### src/rtl/npu_pkg.sv
// Shared opcodes, status codes and FSM encoding for the NPU stream sequencer.
package npu_pkg;

    localparam logic [7:0] OP_SET_BIAS = 8'hA5;
    localparam logic [7:0] OP_RUN      = 8'h5A;

    localparam logic [7:0] ST_CLEAN    = 8'h00;
    localparam logic [7:0] ST_OVERRUN  = 8'h01;
    localparam logic [7:0] ST_TIMEOUT  = 8'h02;

    localparam logic signed [15:0] BIAS_RESET = -16'sd25;

    typedef enum logic [2:0] {
        S_IDLE,
        S_BIAS_LO,
        S_BIAS_HI,
        S_LEN,
        S_W_LO,
        S_W_HI,
        S_DRAIN,
        S_STATUS
    } state_e;

    function automatic logic [7:0] status_code(input logic timed_out, input logic overran);
        return (timed_out ? ST_TIMEOUT : ST_CLEAN) | (overran ? ST_OVERRUN : ST_CLEAN);
    endfunction

endpackage

### src/rtl/npu_result_fifo.sv
// Byte FIFO for engine results and status bytes; head entry is readable combinationally.
module npu_result_fifo #(
    parameter int DEPTH = 8
) (
    input  logic                     clk,
    input  logic                     rst,
    input  logic                     push_i,
    input  logic [7:0]               wdata_i,
    input  logic                     pop_i,
    output logic [7:0]               rdata_o,
    output logic                     full_o,
    output logic                     empty_o,
    output logic [$clog2(DEPTH):0]   free_o
);
    localparam int AW = $clog2(DEPTH);

    logic [7:0]  mem_q [DEPTH];
    logic [AW:0] wr_ptr_q;
    logic [AW:0] rd_ptr_q;
    logic [AW:0] count;

    always_ff @(posedge clk) begin
        if (rst) begin
            wr_ptr_q <= '0;
            rd_ptr_q <= '0;
        end else begin
            if (push_i) wr_ptr_q <= wr_ptr_q + 1'b1;
            if (pop_i)  rd_ptr_q <= rd_ptr_q + 1'b1;
        end
    end

    // NOTE: storage is not reset; the pointers alone define which entries are valid.
    always_ff @(posedge clk) begin
        if (push_i) mem_q[wr_ptr_q[AW-1:0]] <= wdata_i;
    end

    assign count   = wr_ptr_q - rd_ptr_q;
    assign free_o  = (AW+1)'(DEPTH) - count;
    assign empty_o = (wr_ptr_q == rd_ptr_q);
    assign full_o  = (wr_ptr_q[AW] != rd_ptr_q[AW]) && (wr_ptr_q[AW-1:0] == rd_ptr_q[AW-1:0]);
    assign rdata_o = mem_q[rd_ptr_q[AW-1:0]];

endmodule

### src/rtl/npu_stream_sequencer.sv
// Frames UART bytes into bias updates and weight runs, feeds the compute engine,
// and streams results plus one status byte per run back out over UART TX.
module npu_stream_sequencer #(
    parameter int          FIFO_DEPTH     = 8,
    parameter int          TIMEOUT_CYCLES = 270000,
    parameter logic [15:0] BIAS_RESET     = npu_pkg::BIAS_RESET
) (
    input  logic        clk,
    input  logic        rst,
    input  logic [7:0]  rx_byte,
    input  logic        rx_tick,
    output logic        tx_start,
    output logic [7:0]  tx_data,
    input  logic        tx_busy,
    output logic        cmp_valid,
    input  logic        cmp_ready,
    output logic [15:0] cmp_word,
    output logic [15:0] cmp_bias,
    input  logic        res_valid,
    input  logic [7:0]  res_byte,
    output logic        frame_active,
    output logic        overrun,
    output logic        timeout_err,
    output logic [15:0] weight_count
);
    import npu_pkg::*;

    localparam int              AW        = $clog2(FIFO_DEPTH);
    localparam int              TW        = $clog2(TIMEOUT_CYCLES + 1);
    localparam logic [AW:0]     FREE_NEED = (AW+1)'(2);
    localparam logic [TW-1:0]   TMO_LAST  = TW'(TIMEOUT_CYCLES - 1);

    state_e        state_q;
    logic [7:0]    bias_lo_q, lo_q, tx_data_q;
    logic [15:0]   cmp_bias_q, pend_q, weight_count_q;
    logic [8:0]    remaining_q;
    logic [TW-1:0] tmo_cnt_q, tmo_cnt_d;
    logic          pend_full_q, outstanding_q, overrun_q, timeout_err_q;
    logic          frame_active_q, frame_tmo_q, tx_start_q, tx_start_d;

    logic          fifo_push, fifo_pop, fifo_full, fifo_empty, status_push;
    logic [7:0]    fifo_wdata, fifo_rdata;
    logic [AW:0]   fifo_free;
    logic          xfer, hi_tick, tmo_run, tmo_fire;

    npu_result_fifo #(.DEPTH(FIFO_DEPTH)) u_fifo (
        .clk     (clk),
        .rst     (rst),
        .push_i  (fifo_push),
        .wdata_i (fifo_wdata),
        .pop_i   (fifo_pop),
        .rdata_o (fifo_rdata),
        .full_o  (fifo_full),
        .empty_o (fifo_empty),
        .free_o  (fifo_free)
    );

    // One FIFO slot stays reserved so the status byte always fits after the last result.
    assign cmp_valid   = pend_full_q && !outstanding_q && (fifo_free >= FREE_NEED);
    assign xfer        = cmp_valid && cmp_ready;
    assign hi_tick     = (state_q == S_W_HI) && rx_tick;

    assign status_push = (state_q == S_STATUS) && !res_valid && !fifo_full;
    assign fifo_push   = res_valid || status_push;
    assign fifo_wdata  = res_valid ? res_byte : status_code(frame_tmo_q, overrun_q);

    // The one-cycle guard covers the latency before tx_busy rises.
    assign tx_start_d  = !fifo_empty && !tx_busy && !tx_start_q;
    assign fifo_pop    = tx_start_d;

    assign tmo_run  = state_q inside {S_BIAS_LO, S_BIAS_HI, S_LEN, S_W_LO, S_W_HI};
    assign tmo_fire = tmo_run && !rx_tick && (tmo_cnt_q == TMO_LAST);

    always_comb begin
        // NOTE: default assignment first so no path leaves tmo_cnt_d unassigned (no latch).
        tmo_cnt_d = '0;
        if (tmo_run && !rx_tick && !tmo_fire) tmo_cnt_d = tmo_cnt_q + 1'b1;
    end

    // NOTE: all state below uses non-blocking assignments so every register sees pre-edge values.
    always_ff @(posedge clk) begin
        if (rst) begin
            state_q        <= S_IDLE;
            bias_lo_q      <= '0;
            lo_q           <= '0;
            tx_data_q      <= '0;
            cmp_bias_q     <= BIAS_RESET;
            pend_q         <= '0;
            weight_count_q <= '0;
            remaining_q    <= '0;
            tmo_cnt_q      <= '0;
            pend_full_q    <= 1'b0;
            outstanding_q  <= 1'b0;
            overrun_q      <= 1'b0;
            timeout_err_q  <= 1'b0;
            frame_active_q <= 1'b0;
            frame_tmo_q    <= 1'b0;
            tx_start_q     <= 1'b0;
        end else begin
            tmo_cnt_q  <= tmo_cnt_d;
            tx_start_q <= tx_start_d;
            if (tx_start_d) tx_data_q <= fifo_rdata;

            if (xfer) begin
                outstanding_q  <= 1'b1;
                weight_count_q <= weight_count_q + 1'b1;
            end else if (res_valid) begin
                outstanding_q  <= 1'b0;
            end

            // A word leaving this cycle frees the pending slot for the arriving one.
            if (hi_tick && (!pend_full_q || xfer)) begin
                pend_q      <= {rx_byte, lo_q};
                pend_full_q <= 1'b1;
            end else begin
                if (hi_tick)         overrun_q   <= 1'b1;
                if (xfer || tmo_fire) pend_full_q <= 1'b0;
            end

            case (state_q)
                S_IDLE: if (rx_tick) begin
                    if (rx_byte == OP_SET_BIAS) begin
                        state_q        <= S_BIAS_LO;
                        frame_active_q <= 1'b1;
                    end else if (rx_byte == OP_RUN) begin
                        state_q        <= S_LEN;
                        frame_active_q <= 1'b1;
                        overrun_q      <= 1'b0;
                        frame_tmo_q    <= 1'b0;
                    end
                end
                S_BIAS_LO: if (rx_tick) begin
                    bias_lo_q <= rx_byte;
                    state_q   <= S_BIAS_HI;
                end
                S_BIAS_HI: if (rx_tick) begin
                    cmp_bias_q     <= {rx_byte, bias_lo_q};
                    frame_active_q <= 1'b0;
                    state_q        <= S_IDLE;
                end
                S_LEN: if (rx_tick) begin
                    remaining_q <= (rx_byte == 8'd0) ? 9'd256 : {1'b0, rx_byte};
                    state_q     <= S_W_LO;
                end
                S_W_LO: if (rx_tick) begin
                    lo_q    <= rx_byte;
                    state_q <= S_W_HI;
                end
                S_W_HI: if (rx_tick) begin
                    remaining_q <= remaining_q - 1'b1;
                    state_q     <= (remaining_q == 9'd1) ? S_DRAIN : S_W_LO;
                end
                S_DRAIN: if (!pend_full_q && !outstanding_q && !res_valid) state_q <= S_STATUS;
                S_STATUS: if (status_push) begin
                    frame_active_q <= 1'b0;
                    state_q        <= S_IDLE;
                end
                default: state_q <= S_IDLE;
            endcase

            if (tmo_fire) begin
                timeout_err_q <= 1'b1;
                frame_tmo_q   <= 1'b1;
                state_q       <= S_DRAIN;
            end
        end
    end

    assign tx_start     = tx_start_q;
    assign tx_data      = tx_data_q;
    assign cmp_word     = pend_q;
    assign cmp_bias     = cmp_bias_q;
    assign frame_active = frame_active_q;
    assign overrun      = overrun_q;
    assign timeout_err  = timeout_err_q;
    assign weight_count = weight_count_q;

endmodule

### config.mk
export PLATFORM = sky130hd
export DESIGN_NAME = npu_stream_sequencer
export DESIGN_NICKNAME = d
export VERILOG_FILES = /design/src/rtl/npu_pkg.sv /design/src/rtl/npu_result_fifo.sv /design/src/rtl/npu_stream_sequencer.sv
export SDC_FILE = /design/constraint.sdc
export NUM_CORES = 1
export LEC_CHECK = 0
export CAP_MARGIN = 40
export CORE_UTILIZATION = 40
export CTS_CLUSTER_SIZE = 24
export DETAILED_ROUTE_END_ITERATION = 12
export PLACE_DENSITY = 0.62
export SLEW_MARGIN = 10
export SYNTH_ARGS = -nofsm -noshare
export SYNTH_HDL_FRONTEND = slang
export SYNTH_SLANG_ARGS = --single-unit
### constraint.sdc
create_clock -name clk -period 7.7 [get_ports clk]
set_input_delay 2.31 -clock clk [delete_from_list [all_inputs] [get_ports clk]]
set_output_delay 2.31 -clock clk [all_outputs]
set_load 0.02 [all_outputs]
**M3 wires**

(3 px per µm)
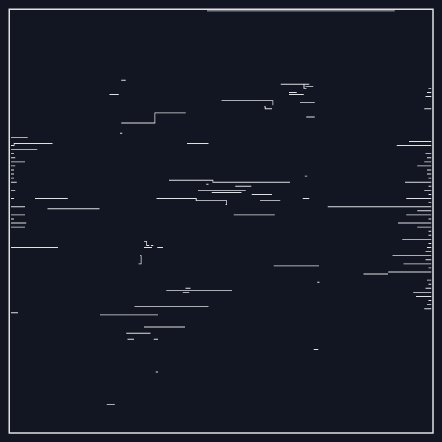
- nets with wire on the layer: 94
- share of all routed wire: 4.0%

**Metal layers overlaid**

(2 px per µm)
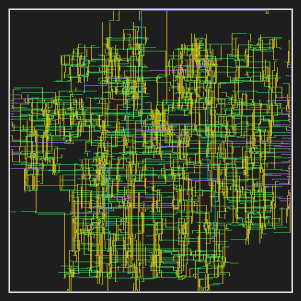
- met1: green (wire length 8,240 µm)
- met2: yellow (wire length 8,050 µm)
- met3: purple (wire length 696 µm)
- met4: cyan (wire length 238 µm)
DR WL/cell: 16.68 µm
total number of vias: 5,520

**Gate families picked out**

(2 px per µm)
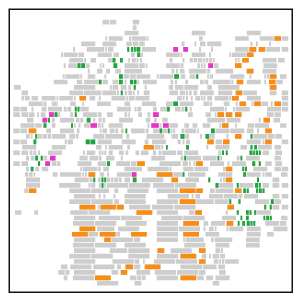
- multiplexers: orange (cells 64; where widely spread)
- AND-OR and OR-AND gates: magenta (cells 12)
- NAND gates: green (cells 100)
Finished Layout Cells: 1,033
logic share of the area: 0.3402
Commonest Layout Cell: dfxtp_1

**Clock wires, drivers and flops**

(3 px per µm)
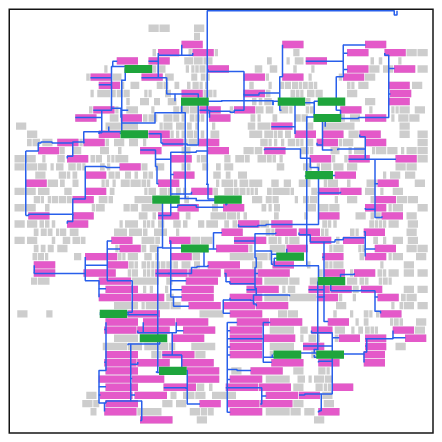
- clock wires: blue (length 2,010 µm)
- flip-flops: magenta (count 182)
- cells driving clock nets: green (count 17)
- routed clock nets: 18
- flops lie: widely spread

==> metrics.yaml <==
status: "finished, final reports clean"
synth_nets: 748
cts_root_buf: "clkbuf_16"
io_pins: 83
start_kind: "flip-flop"
flop_cell: "dfxtp_1"
largest_reg_flops: 64
drive_above_1_share: 0.08511
wl_met3_um: 695
worst_ep_required_time_ns: 5.39
power.total_w: 0.002247
fin_util: 0.4969
p_clk_w: 0.000907
cts_tree: "built"
p_seq_frac: 0.469
final_antenna_net_count: 0
cts_resized: 0
routedLengthMet1_um: 8244
dp_hpwl_um: 11580
final_area_um2: 9326
p_sw_w: 0.0005610
postCtsHoldBufs: 0
grt_pass1_wl_um: 27590
drc: 0
worstMarginPinSlew_ns: 0.9273
grt_pass1_vias: 5272
worstHoldPathType: "reg -> reg"
fp_util: 0.4101
fmax_mhz: 177.4
async_reset_ff_frac: 0
use_met1: 0.2377
synth_simple_gate_area_share: 0.1722
largest_area_cell: "dfxtp_1"
p_int_w: 0.001686
compound_area_frac: 0.07560
clkTransAtPathRegs_ns: 0.07
area_leaders: "dfxtp_1 31%, edfxtp_1 25%, nor2_1 5.7%"
clock_path_buffers: 2
yosysTopAreaCellShare: 0.3069
path_class: "reg -> out"
drt_iter0_drc: 365
power_sequential_w: 0.00105
vdd_drop_max_v: 0.0001805
clock-sinks: 182
synth.distinct_cells: 65
wirelength_um: 17230
rsz0062_at_grt: "no"
min_period_ns: 5.639
antenna_found_initial: 0
dr.pass1.iters: 5
synth.area.mux_share: 0.1106
lay_top_cells: "118 x dfxtp_1, 116 x nor2_1, 81 x clkdlybuf4s50_1, 64 x edfxtp_1, 56 x nand2_1"
chipArea_um2: 19800
h-tree-depth: 4
top_layer: "met4"
grt_overflow: 0
place_congestion: 0.8356
pre_cts_ws_ns: 2.261
timing.final.ws_setup_ns: 2.061
ys_sh_adder: 0.01886
placed_area_um2: 8686
crit_fanout: 11
dpl.cell_count: 1000
synthCells: 715
min_path_cells: 2
core_um2: 18770
p_per_area_nw_per_um2: 241.0
cts_buffers: 17
busiest_layer: "met2"
clock_power_share: 0.403
crit_arrival_ns: 3.33
std_cell_rows: 50
[final cells by class]
cell class / instances / area (µm²) / area share
timing repair buffer: 89 / 875.8 / 0.09391
inverter: 20 / 75.07 / 0.008049
tap: 234 / 292.8 / 0.03139
clock buffer: 21 / 493.0 / 0.05286
sequential: 182 / 4284 / 0.4594
clock inverter: 11 / 132.6 / 0.01422
multi-input combinational: 476 / 3173 / 0.3402
[cell usage after synthesis (2+ instances only)]
cell type	n
a211oi_1	11
a21oi_1	26
a22oi_1	3
and2_1	7
and3_1	10
buf_1	3
buf_2	5
buf_4	3
clkbuf_1	25
dfxtp_1	118
edfxtp_1	64
ha_1	10
inv_1	20
mux2_2	3
mux2i_1	43
mux4_2	16
nand2_1	56
nand2b_1	3
nand3_1	30
nand3b_1	3
nand4_1	8
nor2_1	116
nor2b_1	6
nor3_1	13
nor3b_1	2
nor4_1	8
nor4b_1	3
o2111ai_1	2
o21a_1	6
o21ai_0	16
o22ai_1	2
o311ai_0	2
o31ai_1	3
or2_2	2
or3_1	6
or4_1	5
xnor2_1	13
xor2_1	16
[path summary, 6_finish.rpt]
kind | slack, ns | end | startpoint
worst max-delay path | 2.06 | cmp_valid | u_fifo.rd_ptr_q[2]
worst min-delay path | 0.46 | cmp_bias[3] | cmp_bias[3]
worst max register to register | 4.25 | weight_count[10] | u_fifo.rd_ptr_q[2]
worst min register to register | 0.46 | cmp_bias[3] | cmp_bias[3]
[worst max-delay path: stages (launching register included)]
cell and delay [ns]:
dfxtp_1 0.80, ha_1 0.29, inv_1 0.07, fa_1 0.42
xor2_1 0.18, xnor2_2 0.30, nor2_1 0.07, nor2_1 0.13
clkdlybuf4s50_1 0.63
